===== src/rtl/ps2_pkg.sv =====
// Shared PS/2 receive definitions: FSM state encoding, frame geometry, well-known scan codes.
package ps2_pkg;

   typedef enum logic [1:0] {
      idle = 2'd0,
      dps  = 2'd1,
      done = 2'd2
   } ps2_state_e;

   localparam int PS2_FRAME_BITS = 11;

   localparam logic [7:0] PS2_BREAK_CODE = 8'hF0;
   localparam logic [7:0] PS2_EXT_CODE   = 8'hE0;

   // Data bits plus parity bit must hold an odd number of ones.
   function automatic logic ps2_odd_parity_ok(input logic [8:0] bits);
      return ^bits;
   endfunction

endpackage


===== src/rtl/ps2_edge_filter.sv =====
// PS/2 pin front end: 2-FF synchronizers on clock and data, all-ones/all-zeros
// debounce of the clock, and a one-cycle pulse on each filtered falling edge.
module ps2_edge_filter #(
   parameter int FILTER_LEN = 8
) (
   input  logic clk,
   input  logic reset,
   input  logic ps2c,
   input  logic ps2d,
   output logic fall_edge,
   output logic ps2d_sync
);

   logic                  c_meta_q, c_sync_q;
   logic                  d_meta_q, d_sync_q;
   logic [FILTER_LEN-1:0] filt_q, filt_d;
   logic                  fclk_q, fclk_d;
   logic                  fall_q, fall_d;

   always_comb begin
      filt_d = {c_sync_q, filt_q[FILTER_LEN-1:1]};
      fclk_d = fclk_q;
      if (&filt_q)
         fclk_d = 1'b1;
      else if (~|filt_q)
         fclk_d = 1'b0;
      fall_d = fclk_q & ~fclk_d;
   end

   // Synchronizers reset to the idle-high bus level so reset never looks like an edge.
   always_ff @(posedge clk) begin
      if (reset) begin
         c_meta_q <= 1'b1;
         c_sync_q <= 1'b1;
         d_meta_q <= 1'b1;
         d_sync_q <= 1'b1;
         filt_q   <= '1;
         fclk_q   <= 1'b1;
         fall_q   <= 1'b0;
      end else begin
         c_meta_q <= ps2c;
         c_sync_q <= c_meta_q;
         d_meta_q <= ps2d;
         d_sync_q <= d_meta_q;
         filt_q   <= filt_d;
         fclk_q   <= fclk_d;
         fall_q   <= fall_d;
      end
   end

   assign fall_edge = fall_q;
   assign ps2d_sync = d_sync_q;

endmodule


===== src/rtl/ps2_rx_frame.sv =====
// PS/2 device-to-host frame receiver: start, 8 data bits LSB-first, odd parity, stop.
// Build option: define PS2_PARITY_CHECK_EN to reject frames with bad parity.
//
// state | meaning
// idle  | waiting for a start bit (falling clock with data low) while rx_en is high
// dps   | shifting in d0..d7, parity and stop; watchdog armed between clock falls
// done  | one-cycle frame wrap-up; result pulse is already on the outputs
module ps2_rx_frame
   import ps2_pkg::*;
#(
   parameter int FILTER_LEN     = 8,
   parameter int TIMEOUT_CYCLES = 100000
) (
   input  logic       clk,
   input  logic       reset,
   input  logic       ps2c,
   input  logic       ps2d,
   input  logic       rx_en,
   output logic [7:0] dout,
   output logic       rx_done_tick,
   output logic       rx_err
);

   localparam int             WD_W    = (TIMEOUT_CYCLES > 1) ? $clog2(TIMEOUT_CYCLES) : 1;
   localparam logic [WD_W-1:0] WD_LAST = WD_W'(TIMEOUT_CYCLES - 1);
   localparam int             B_W     = PS2_FRAME_BITS - 1;

   logic fall_edge;
   logic d_sync;

   ps2_edge_filter #(
      .FILTER_LEN (FILTER_LEN)
   ) u_edge_filter (
      .clk       (clk),
      .reset     (reset),
      .ps2c      (ps2c),
      .ps2d      (ps2d),
      .fall_edge (fall_edge),
      .ps2d_sync (d_sync)
   );

   ps2_state_e      state_q, state_d;
   logic [3:0]      n_q, n_d;
   logic [B_W-1:0]  b_q, b_d;
   logic [WD_W-1:0] wd_q, wd_d;
   logic [7:0]      dout_q, dout_d;
   logic            tick_q, tick_d;
   logic            err_q, err_d;

   logic [B_W-1:0]  b_shift;
   logic            par_ok;

   assign b_shift = {d_sync, b_q[B_W-1:1]};

`ifdef PS2_PARITY_CHECK_EN
   assign par_ok = ps2_odd_parity_ok(b_shift[8:0]);
`else
   assign par_ok = 1'b1;
`endif

   // The frame verdict is taken on the stop-bit edge so the pulse lands in the done cycle.
   always_comb begin
      state_d = state_q;
      n_d     = n_q;
      b_d     = b_q;
      wd_d    = wd_q;
      dout_d  = dout_q;
      tick_d  = 1'b0;
      err_d   = 1'b0;
      case (state_q)
         idle: begin
            if (fall_edge && rx_en && !d_sync) begin
               state_d = dps;
               n_d     = 4'(PS2_FRAME_BITS - 2);
               b_d     = '0;
               wd_d    = '0;
            end
         end
         dps: begin
            if (fall_edge) begin
               b_d  = b_shift;
               wd_d = '0;
               if (n_q != 4'd0) begin
                  n_d = n_q - 4'd1;
               end else begin
                  state_d = done;
                  if (b_shift[B_W-1] && par_ok) begin
                     dout_d = b_shift[7:0];
                     tick_d = 1'b1;
                  end else begin
                     err_d = 1'b1;
                  end
               end
            end else if (wd_q == WD_LAST) begin
               state_d = idle;
               err_d   = 1'b1;
            end else if (wd_q != '1) begin
               wd_d = wd_q + 1'b1;
            end
         end
         done:    state_d = idle;
         default: state_d = idle;
      endcase
   end

   always_ff @(posedge clk) begin
      if (reset) begin
         state_q <= idle;
         n_q     <= '0;
         b_q     <= '0;
         wd_q    <= '0;
         dout_q  <= 8'h00;
         tick_q  <= 1'b0;
         err_q   <= 1'b0;
      end else begin
         state_q <= state_d;
         n_q     <= n_d;
         b_q     <= b_d;
         wd_q    <= wd_d;
         dout_q  <= dout_d;
         tick_q  <= tick_d;
         err_q   <= err_d;
      end
   end

   assign dout         = dout_q;
   assign rx_done_tick = tick_q;
   assign rx_err       = err_q;

endmodule


===== config.mk =====
export PLATFORM = sky130hd
export DESIGN_NAME = ps2_rx_frame
export DESIGN_NICKNAME = d
export VERILOG_FILES = /design/src/rtl/ps2_pkg.sv /design/src/rtl/ps2_edge_filter.sv /design/src/rtl/ps2_rx_frame.sv
export SDC_FILE = /design/constraint.sdc
export NUM_CORES = 1
export LEC_CHECK = 0
export ABC_AREA = 1
export CAP_MARGIN = 10
export CORE_MARGIN = 2
export CORE_UTILIZATION = 40
export CTS_CLUSTER_DIAMETER = 120
export DETAILED_ROUTE_END_ITERATION = 16
export GPL_TIMING_DRIVEN = 0
export HOLD_SLACK_MARGIN = 0.08
export SLEW_MARGIN = 20
export SYNTH_ARGS = -nofsm -noshare
export SYNTH_HDL_FRONTEND = slang
export SYNTH_HIERARCHICAL = 1
export SYNTH_SLANG_ARGS = --single-unit

===== constraint.sdc =====
create_clock -name clk -period 1.9 [get_ports clk]
set_input_delay 0.38 -clock clk [delete_from_list [all_inputs] [get_ports clk]]
set_output_delay 0.38 -clock clk [all_outputs]
set_load 0.005 [all_outputs]

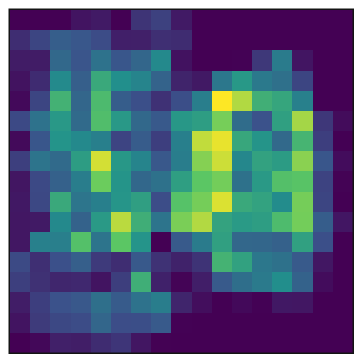
Run 1: routed metal per tile
(4 px per µm) 17 x 17 tiles, from dark purple (low) to yellow (high), scaled to the fullest tile. Values are wire area over tile area, all layers added.
tiles over half the peak = 23%
densest ninth of the die = middle
mean over tiles = 0.12
fullest tile = 0.42
vias: 2426
total track usage: 16.71%

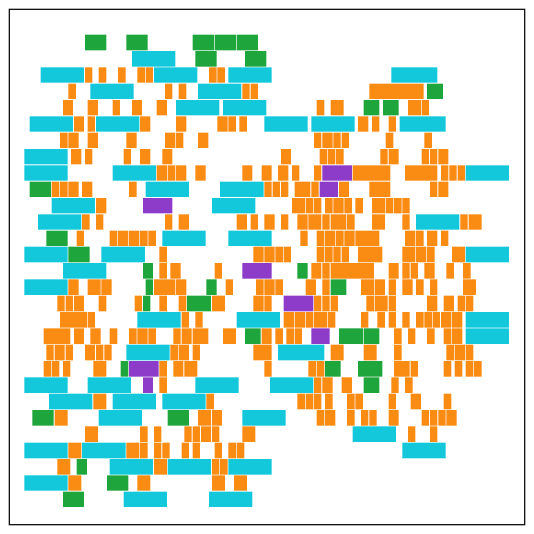
Run 1: placement by cell class
(6 px per µm)
cyan -> flops  # cells 56
purple -> clock drivers and dummy loads  # cells 8
green -> other buffers and delay cells  # cells 32
orange -> combinational and other logic  # cells 324
final core utilization: 48.69%
core area: 6386 µm²
# rows: 29
Seq/total area: 36.18%
post-layout instance area: 3109 µm²

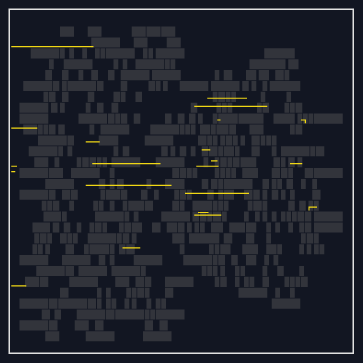
Run 1: the metal 3 layer
(4 px per µm)
wire length on this layer = 145 µm
longest straight run = 21.2 µm

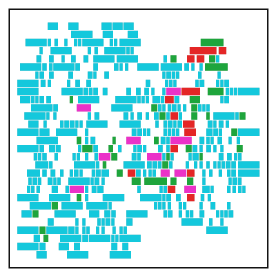
Run 1: cells by drive strength
(3 px per µm)
red -> _3 and _4 cells  # cells 14
magenta -> _6 and larger  # cells 10
cyan -> _0 and _1 cells  # cells 360
green -> _2 cells  # cells 36

==> Slide: Implementation Results, run 1 <==
Key Metrics from the Run

Final layout
  • Flop count: 56
  • Clock buf count: 5
  • Bufs w/o clock: 32
  • Layout cells sized above 1: 14.29%
  • FF/Latch Area: 1125 µm²
  • Filler cells: 650

Route
  • Drt first pass iters: 4

Pwr
  • Switching Power: 0.4437 mW
  • Internal power: 1.463 mW

Placed design
  • Port bufs: 14

Clocking
  • Longest Clk Path Bufs: 2

Final timing
  • Skew final: 8.358 ps
  • Slew @ Worst Pin: approximately 500 ps

Global routing
  • Grt peak-use layer: met2

Synth
  • YS warnings: 6
  • FFs w/ async S/R, synth: 0%
  • Cells in synth_stat.txt: just under 400
  • Syn_area_per_cell: between 6 and 7 µm²

Setup path
  • Data arrival time of the worst path: 2110 ps
  • CP Capture Type: flip-flop
  • Worst Path Required: 2120 ps
  • Worst reg-to-reg path cell count: 15

Run status
  • Status: completed
## run 1: per-stage QoR
| stage | hold WS (ps) | power, mW | cells | setup TNS [ps] | area, µm² |
|---|---|---|---|---|---|
| global placement | 394.6 | 1.254 | 483 | -182.7 | 2903 |
| CTS | 417.7 | 1.942 | 494 | 0 | 3053 |
| floorplan | 383.2 | 1.235 | 392 | 0 | 2666 |
| detailed placement | 392.3 | 1.255 | 483 | -298.3 | 2903 |
| global route | 432.5 | 1.985 | 497 | -1513 | 3109 |
| finish | 415.5 | 1.906 | 497 | 0 | 3109 |
## run 1: power groups by stage
| stage | Sequential [mW] | Clock, mW | Combinational (mW) |
|---|---|---|---|
| finish | 1.18 | 0.679 | 0.0478 |
| global route | 1.18 | 0.748 | 0.0548 |
| CTS | 1.18 | 0.714 | 0.0485 |
| detailed placement | 1.21 | 0 | 0.0483 |
| global placement | 1.21 | 0 | 0.0474 |
| floorplan | 1.21 | 0 | 0.0284 |
## run 1: routing by layer
| metal | part of all wire (%) | vias up |
|---|---|---|
| li1 | - | 1302 |
| met1 | 52 | 1086 |
| met2 | 45 | 34 |
| met3 | 2.5 | 4 |
| met4 | 0.70 | 0 |
| met5 | 0 | - |
## run 1: sequential cells by signal (all words and copies together) (netlist names)
register / cells
n_q: 4
u_edge_filter/filt_q: 8
u_edge_filter/d_meta_q: 1
rx_done_tick: 1
u_edge_filter/ps2d_sync: 1
rx_err: 1
u_edge_filter/fclk_q: 1
u_edge_filter/fall_edge: 1
u_edge_filter/c_meta_q: 1
state_q: 2
u_edge_filter/c_sync_q: 1
b_q: 9
dout: 8
wd_q: 17
## run 1: what timing repair did
item	in CTS	in global routing
gates cloned	0	0
pin swaps	4	8
gates resized	9	11
setup buffers	3	4
endpoints found under the setup margin	11	17
Run 1, the clock network:
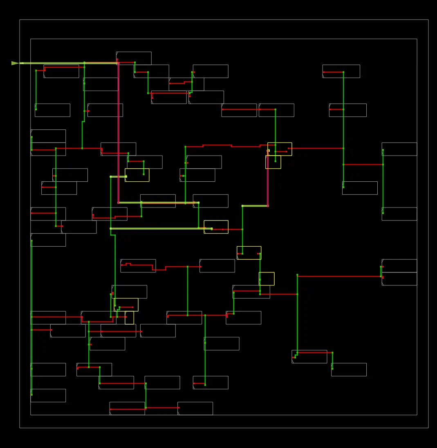

==> run 2: changes to the inputs <==
--- a/config.mk
+++ b/config.mk
@@ -13,6 +13,7 @@
 export DETAILED_ROUTE_END_ITERATION = 16
 export GPL_TIMING_DRIVEN = 0
 export HOLD_SLACK_MARGIN = 0.08
+export SKIP_LAST_GASP = 1
 export SLEW_MARGIN = 20
 export SYNTH_ARGS = -nofsm -noshare
 export SYNTH_HDL_FRONTEND = slang
==> constraint.sdc (replaced) <==
create_clock -name clk -period 2.4 [get_ports clk]
set_input_delay 0.48 -clock clk [delete_from_list [all_inputs] [get_ports clk]]
set_output_delay 0.48 -clock clk [all_outputs]
set_load 0.005 [all_outputs]
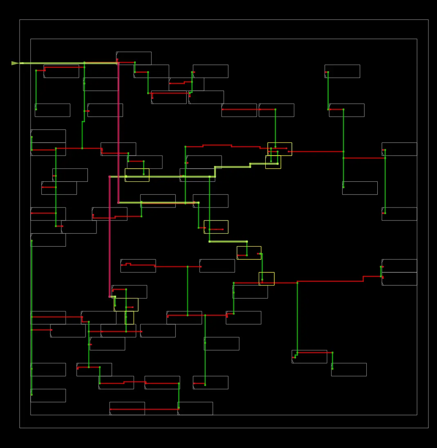
Run 2: the clock network
Num CTS Buffers: 5
Clk. pwr: 0.540 mW
flop count: 56

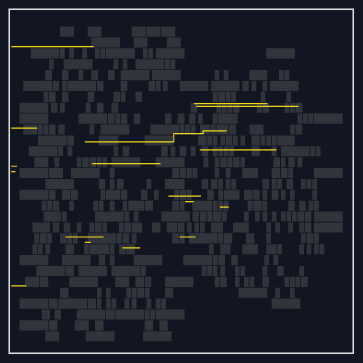
Run 2: the metal 3 layer
(4 px per µm)
share of all routed wire = 3.2%
nets with wire on the layer = 13

==> run 2 against run 1 <==
Net effect:
- clock skew is essentially flat
- worst hold slack is essentially flat
- total power fell by 21%
- setup slack gained 400 ps
- sequential power shrank 21%
- synthesized area unchanged
- largest cell class unchanged
- clock power down about 20%
- utilization is 1.8 points lower
- non-clock buffer count down 6
- fmax decreased by 4.9%
- critical path depth shrank 2
- clock-buffer cell count unchanged
==> Slide: Implementation Results, run 2 <==
Key Metrics from the Run

Synth
  • Syn_area_per_cell: 6.802 µm²
  • Ys flop type: dfxtp_1
  • YS warnings: 6
  • Synth mux share: 0%
  • FFs w/ async S/R, synth: 0%
  • Cells in synth_stat.txt: 392
  • Area leader share: 42.05%

Global routing
  • Total track usage: 16.55%

Final layout
  • Max reg flops: 17
  • Fin cells: slightly below 500
  • Largest Register: wd_q
  • Layout cells sized above 1: under 10%
  • Post-layout instance area: 2994 µm²
  • Filler cells: 664
  • Top Registers: wd_q x17, b_q x9

Final timing
  • Slew @ Worst Pin: 462.2 ps
  • Total negative setup slack: 0 ps
  • Skew final: 8.609 ps
  • Hold slack final: 415.8 ps

Setup path
  • CP Capture Type: flip-flop
  • Data arrival time of the worst path: ~2200 ps
  • Worst Path Required: 2630 ps
  • Worst reg-to-reg path cell count: 13

Placed design
  • Placement Cell Area: 2903 µm²
  • Port bufs: 14

Run status
  • Status: completed

Route
  • Vias: 2388

Floorplan
  • Core area: 6386 µm²
  • # rows: 29

Clocking
  • Post CTS Setup Buffer Count: 0
  • Cts repair resizes: 0
run 2: cell counts after synthesis:
No cell type changed its count.
run 2: layer usage:
layer	track usage [%]	vias to the layer above	wire length, µm
met5	0	-	0
met4	6.349	0	54
met3	3.176	4	178
met2	26.14	29	2502
met1	22.39	1067	2882
li1	-	1288	-
run 2: critical path, delay by kind of cell (launching register included):
| kind | cells | cell delay (ps) |
|---|---|---|
| and+or+nand+nor | 9 | 920 |
| DFF | 1 | 400 |
| adders and majority gates | 2 | 380 |
| buffers and inverters | 2 | 190 |
run 2: logic make-up after synthesis:
logic type      after synthesis
buf+inv                      53
compound gates               46
fa+ha+maj                     4
flops                        56
simple gates                233
run 2: worst max-delay path by stage:
stage	start	end
floorplan	wd_q[0]	wd_q[15]
global placement	rx_en	b_q[7]
detailed placement	rx_en	b_q[7]
CTS	wd_q[0]	wd_q[15]
global route	wd_q[0]	wd_q[0]
finish	wd_q[0]	wd_q[15]
run 2: cell type report:
class | instances | area (µm²) | area share [%]
Inverter | 41 | 153.9 | 5.140
Timing Repair Buffer | 14 | 140.1 | 4.680
Multi-Input combinational cell | 283 | 1311 | 43.79
Buffer | 12 | 80.08 | 2.674
Sequential cell | 56 | 1121 | 37.44
Clock buffer | 5 | 68.82 | 2.298
Clock inverter | 3 | 22.52 | 0.7522
Tap cell | 77 | 96.34 | 3.218
run 2: power by group:
| group | internal [mW] | switching [mW] | leakage [nW] |
|---|---|---|---|
| Combinational | 0.0151 | 0.0226 | 0.712 |
| Clock | 0.210 | 0.330 | 0.0485 |
| Sequential | 0.933 | 0.00111 | 0.452 |
| Total | 1.16 | 0.354 | 1.21 |
Power and IR drop assume default switching activity.
